### src/rtl/instr_fetch.sv
// instr_fetch: initiator side of the 16-bit instruction ROM read port; owns the PC and presents fetched words with a valid/ready handshake.
// Ports:
//   clk, rst_n             clock, asynchronous active-low reset
//   start                  begin or resume fetching (used only in IDLE or HALTED)
//   rom_read, rom_addr     ROM read strobe and address (rom_addr is the PC)
//   rom_data               ROM word, valid the cycle after rom_read
//   instr_valid, instr_ready  handshake towards the decode/execute stage
//   jump_en, jump_addr     PC redirect, used only on an accept cycle
//   instr, opcode, dst, src   instruction register and its fields
//   instr_pc               address the current instruction came from
//   halted                 fetching stopped after a NOP
module instr_fetch #(
  parameter logic [7:0] RESET_PC    = 8'h00,
  parameter bit         HALT_ON_NOP = 1'b1
) (
  input  logic        clk,
  input  logic        rst_n,
  input  logic        start,
  output logic        rom_read,
  output logic [7:0]  rom_addr,
  input  logic [15:0] rom_data,
  output logic        instr_valid,
  input  logic        instr_ready,
  input  logic        jump_en,
  input  logic [7:0]  jump_addr,
  output logic [15:0] instr,
  output logic [3:0]  opcode,
  output logic [5:0]  dst,
  output logic [5:0]  src,
  output logic [7:0]  instr_pc,
  output logic        halted
);
  localparam logic [2:0] IDLE   = 3'd0;
  localparam logic [2:0] REQ    = 3'd1;
  localparam logic [2:0] CAPT   = 3'd2;
  localparam logic [2:0] HOLD   = 3'd3;
  localparam logic [2:0] HALTED = 3'd4;

  logic [2:0]  state_q, state_d;
  logic [7:0]  pc_q, pc_d;
  logic [7:0]  instr_pc_q, instr_pc_d;
  logic [15:0] instr_q, instr_d;
  logic        accept, halt_nop;

  always_comb begin
    accept     = (state_q == HOLD) & instr_ready;
    halt_nop   = HALT_ON_NOP & (instr_q[15:12] == 4'b0000);
    state_d    = (state_q == IDLE || state_q == HALTED) ? (start ? REQ : state_q) :
                 (state_q == REQ)  ? CAPT :
                 (state_q == CAPT) ? HOLD :
                 (state_q == HOLD) ? (accept ? (halt_nop ? HALTED : REQ) : HOLD) :
                 IDLE;
    // A jump on the halting accept still retargets the PC, so a later start resumes there.
    pc_d       = (state_q == CAPT) ? pc_q + 8'd1 :
                 (accept & jump_en) ? jump_addr : pc_q;
    instr_d    = (state_q == CAPT) ? rom_data : instr_q;
    instr_pc_d = (state_q == CAPT) ? pc_q : instr_pc_q;
  end

  always_ff @(posedge clk or negedge rst_n) begin
    if (!rst_n) begin
      state_q    <= IDLE;
      pc_q       <= RESET_PC;
      instr_q    <= 16'h0000;
      instr_pc_q <= 8'h00;
    end else begin
      state_q    <= state_d;
      pc_q       <= pc_d;
      instr_q    <= instr_d;
      instr_pc_q <= instr_pc_d;
    end
  end

  assign rom_read    = state_q == REQ;
  assign instr_valid = state_q == HOLD;
  assign halted      = state_q == HALTED;
  assign rom_addr    = pc_q;
  assign instr       = instr_q;
  assign instr_pc    = instr_pc_q;
  assign opcode      = instr_q[15:12];
  assign dst         = instr_q[11:6];
  assign src         = instr_q[5:0];
endmodule

### config.mk
export PLATFORM = sky130hd
export DESIGN_NAME = instr_fetch
export DESIGN_NICKNAME = d
export VERILOG_FILES = /design/src/rtl/instr_fetch.sv
export SDC_FILE = /design/constraint.sdc
export NUM_CORES = 1
export LEC_CHECK = 0
export CAP_MARGIN = 25
export CORE_ASPECT_RATIO = 1.75
export CORE_MARGIN = 3
export CORE_UTILIZATION = 40
export CTS_BUF_LIST = sky130_fd_sc_hd__clkbuf_8
export DETAILED_ROUTE_END_ITERATION = 6
export GPL_TIMING_DRIVEN = 0
export PLACE_DENSITY = 0.79
export SYNTH_ARGS = -nofsm -noshare
export SYNTH_HDL_FRONTEND = slang
export SYNTH_SLANG_ARGS = --single-unit
### constraint.sdc
create_clock -name clk -period 1.9 [get_ports clk]
set_clock_uncertainty 0.2 [all_clocks]
set_input_delay 0.38 -clock clk [delete_from_list [all_inputs] [get_ports clk]]
set_output_delay 0.38 -clock clk [all_outputs]
set_load 0.03 [all_outputs]
Fig. 1: signal metal coverage by tile
Scale: 6 px per um. The die is cut into 11 by 18 equal tiles; dark blue is low, red is high, scaled to the fullest tile. Values are wire area over tile area, all layers added.
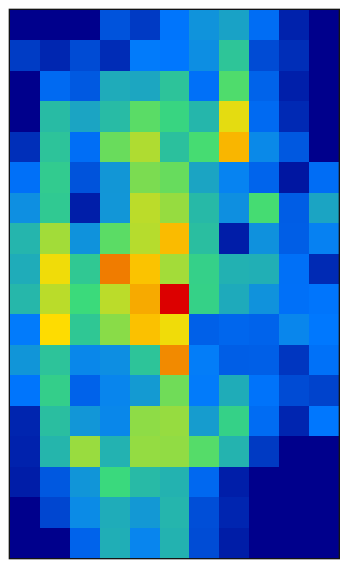
The emptiest ninth of the die: bottom right. 18% of the tiles are over half the peak. The mean over all tiles is 0.14. The fullest tile reaches 0.45.
routed vias: 1584
drt wl/cell: 13.51 um
Routed WL: 4377 um
GRT Total Usage: 19.86%

Fig. 2: cell outlines without signal wires
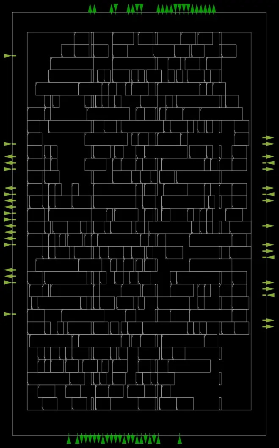
cell row count: 30
Fill cells: 357

==> cell usage after synthesis, types with 2 or more instances <==
master | instances | area [um2]
nor2_1 | 5 | 18.77
dfrtp_1 | 35 | 875.8
a31oi_1 | 3 | 18.77
o22ai_1 | 2 | 12.51
o21ai_0 | 4 | 20.02
inv_1 | 4 | 15.01
nor3_1 | 3 | 15.01
buf_2 | 2 | 10.01
a21oi_1 | 4 | 20.02
buf_4 | 17 | 127.6
nand2_1 | 79 | 296.5
nand3_1 | 3 | 15.01
clkbuf_1 | 4 | 15.01
==> cell type report <==
cell class | count | share of cell area, %
well taps | 48 | 2.330
repair buffers | 80 | 28.64
plain buffers | 24 | 6.456
multi-input cells | 125 | 24.08
clock buffers | 7 | 3.738
flip-flops and latches | 35 | 34.03
inverters | 4 | 0.5825
clock inverters | 1 | 0.1456
==> stage by stage <==
stage               std cells  utilization, %  cell area (um2)  hold WS (ps)
floorplan                 188               -             1664        -115.6
global placement          315           63.81             2515         257.4
detailed placement        315           63.68             2510         265.7
CTS                       324           64.89             2557         278.4
global route              324           65.40             2577         288.1
finish                    324           65.40             2577         270.2
==> flip-flops by register name, indices dropped and copies added, names as in the netlist <==
signal / count
instr: 16
instr_pc: 8
rom_addr: 8
state_q: 3
==> critical path: cells and delay by family (launching register included) <==
kind          cells  cell delay [ps]
flops             1              460
buf+inv           2              300
simple gates      1              210
==> logic make-up (layout without fill, tap and decap cells) <==
| logic type | after synthesis | in the layout | share of synthesized area [%] |
|---|---|---|---|
| AOI/OAI and AO/OA | 23 | 23 | 9.324 |
| xor gates and xnor gates | 1 | 1 | 0.5264 |
| adders and majority gates | 1 | 1 | 0.7518 |
| buffers and inverters | 28 | 116 | 10.75 |
| DFF | 35 | 35 | 52.63 |
| and+or+nand+nor | 100 | 100 | 26.02 |
==> impl_metrics.py <==
# Generated from Yosys and OpenROAD reports
metrics = {
    "detailed_routing": {
        "wl_met2_um": 2436,
        "wl_met3_um": 251,
        "ant_nets": 0,
        "route.detailed.drc": 0,
        "via_per_inst": 4.889,
        "top_layer": "met4",
        "drt-pass1-iter-count": 4,
        "drt_iter0_markers": 34,
        "drt-met1-wl_um": 1618,
    },
    "cts": {
        "cts.sinks": 35,
        "cts.reportedPaths.clkPinSlew_ps": 70,
        "cts_root_buf": "clkbuf_8",
        "ctsHoldBuffers": 1,
        "htree_levels": 2,
        "cts_made_buffers": 5,
        "post-cts-setup-buffer-count": 0,
        "worstSkewPairLatency_ps": 290,
        "clock_path_buffers": 2,
        "cts_tree": "built",
        "cts_resized": 63,
    },
    "power": {
        "total_power_w": 0.005027,
        "seqPwrFrac_pct": 28.0,
        "clkPwrFrac_pct": 11.4,
        "power_switching_w": 0.002468,
        "pg_seq_w": 0.00141,
        "comb-power_w": 0.00305,
        "power_density_nw_per_um2": 1950,
        "vdd_drop_max_mv": 1.127,
        "p_comb_share_pct": 60.6,
        "p_int_w": 0.002559,
        "power-top-group": "combinational cells",
        "p_leak_nw": 1.372,
        "pg_clk_w": 0.000575,
        "switching_share_pct": 49.09,
    },
    "min_path": {
        "min_path_cells": 2,
        "hold_path_startpoint": "instr_pc[7]",
        "hold_path.class": "flop to flop",
        "holdPathEnd": "instr_pc[7]",
    },
    "setup_path": {
        "r2r_cells": 5,
        "critPathLaunchType": "flop",
        "end_kind": "output pin",
        "arrival_ps": 1250,
        "rr_startpoint": "state_q[0]",
        "slowest_delay_ps": 460,
        "reg2reg_to": "rom_addr[3]",
        "critical_path_required_ps": 1320,
        "setup.worst_path.end": "instr_valid",
        "r2r_slack_ps": 80,
        "path_max_fanout": 7,
        "path_class": "flop to output pin",
        "startpoint": "state_q[2]",
        "worst_path_max_delay_cell": "dfrtp_2",
        "cp_cell_sequence": "nand3b_1 -> inv_1 -> buf_2",
    },
    "synthesis": {
        "synth_stat.cells": 188,
        "synth-edff-count": 0,
        "syn_area_per_cell_um2": 8.852,
        "yosys_warnings": 0,
        "ys_types": 36,
        "yosys_most_used_dff": "dfrtp_1",
        "ys_ff": 35,
        "synth_seq_share_pct": 52.63,
        "ys_async_sr_fraction_pct": 100.0,
        "yosysChipArea_um2": 1664,
        "synth_nets": 218,
        "syn_inst": 188,
        "synth_area_um2": 1664,
    },
    "global_route": {
        "grtUsageMet3_pct": 4.433,
        "met1_usage_pct": 23.50,
        "grt_pass1_wl_um": 7286,
        "top_usage_layer": "met2",
        "grt_pass1_vias": 1512,
        "overflow": 0,
        "grt_max_degree": 36,
        "antenna_found_initial": 0,
        "grtUsageMet2_pct": 33.50,
    },
    "timing": {
        "setup_violations": 0,
        "clock.fmax_mhz": 545.3,
        "finalSetupTns_ps": 0,
        "rsz0062_at_grt": "no",
        "fin_crit_sh_pct": 96.52,
        "layout_setup_ws_ps": 66.18,
        "report.final.slew_viol_count": 0,
        "maxSlewHeadroom_pct": 48.93,
        "tightest_slew_ps": 766.0,
        "hold_viol": 0,
        "post-route-min-period_ps": 1834,
    },
    "floorplanning": {
        "ioPinCount": 80,
        "core_um2": 3941,
        "dieWidth_um": 54.76,
        "die_height_um": 91.33,
        "dieArea_um2": 5001,
        "initCoreUtil_pct": 42.22,
    },
    "placement": {
        "hpwl_um": 3335,
        "place_congestion": 0.7230,
        "port_buffers": 79,
        "pre_cts_ws_ps": -170.7,
    },
    "finish": {
        "layout_top_cell": "nand2_1",
        "diodes": 0,
        "area_growth_pct": 54.89,
        "comb_area_um2": 620.6,
        "nets": 305,
        "drive_above_1_share_pct": 14.86,
        "lay_top_cells": "nand2_1, dlygate4sd2_1, dfrtp_1, clkdlybuf4s50_1, buf_4",
        "register_area_um2": 877.1,
    },
    "run_status": {
        "status": "finished clean",
    },
    "run": {
        "max-cap-violations": 0,
        "warning_count": 27,
    },
}
Power and IR drop assume default switching activity.
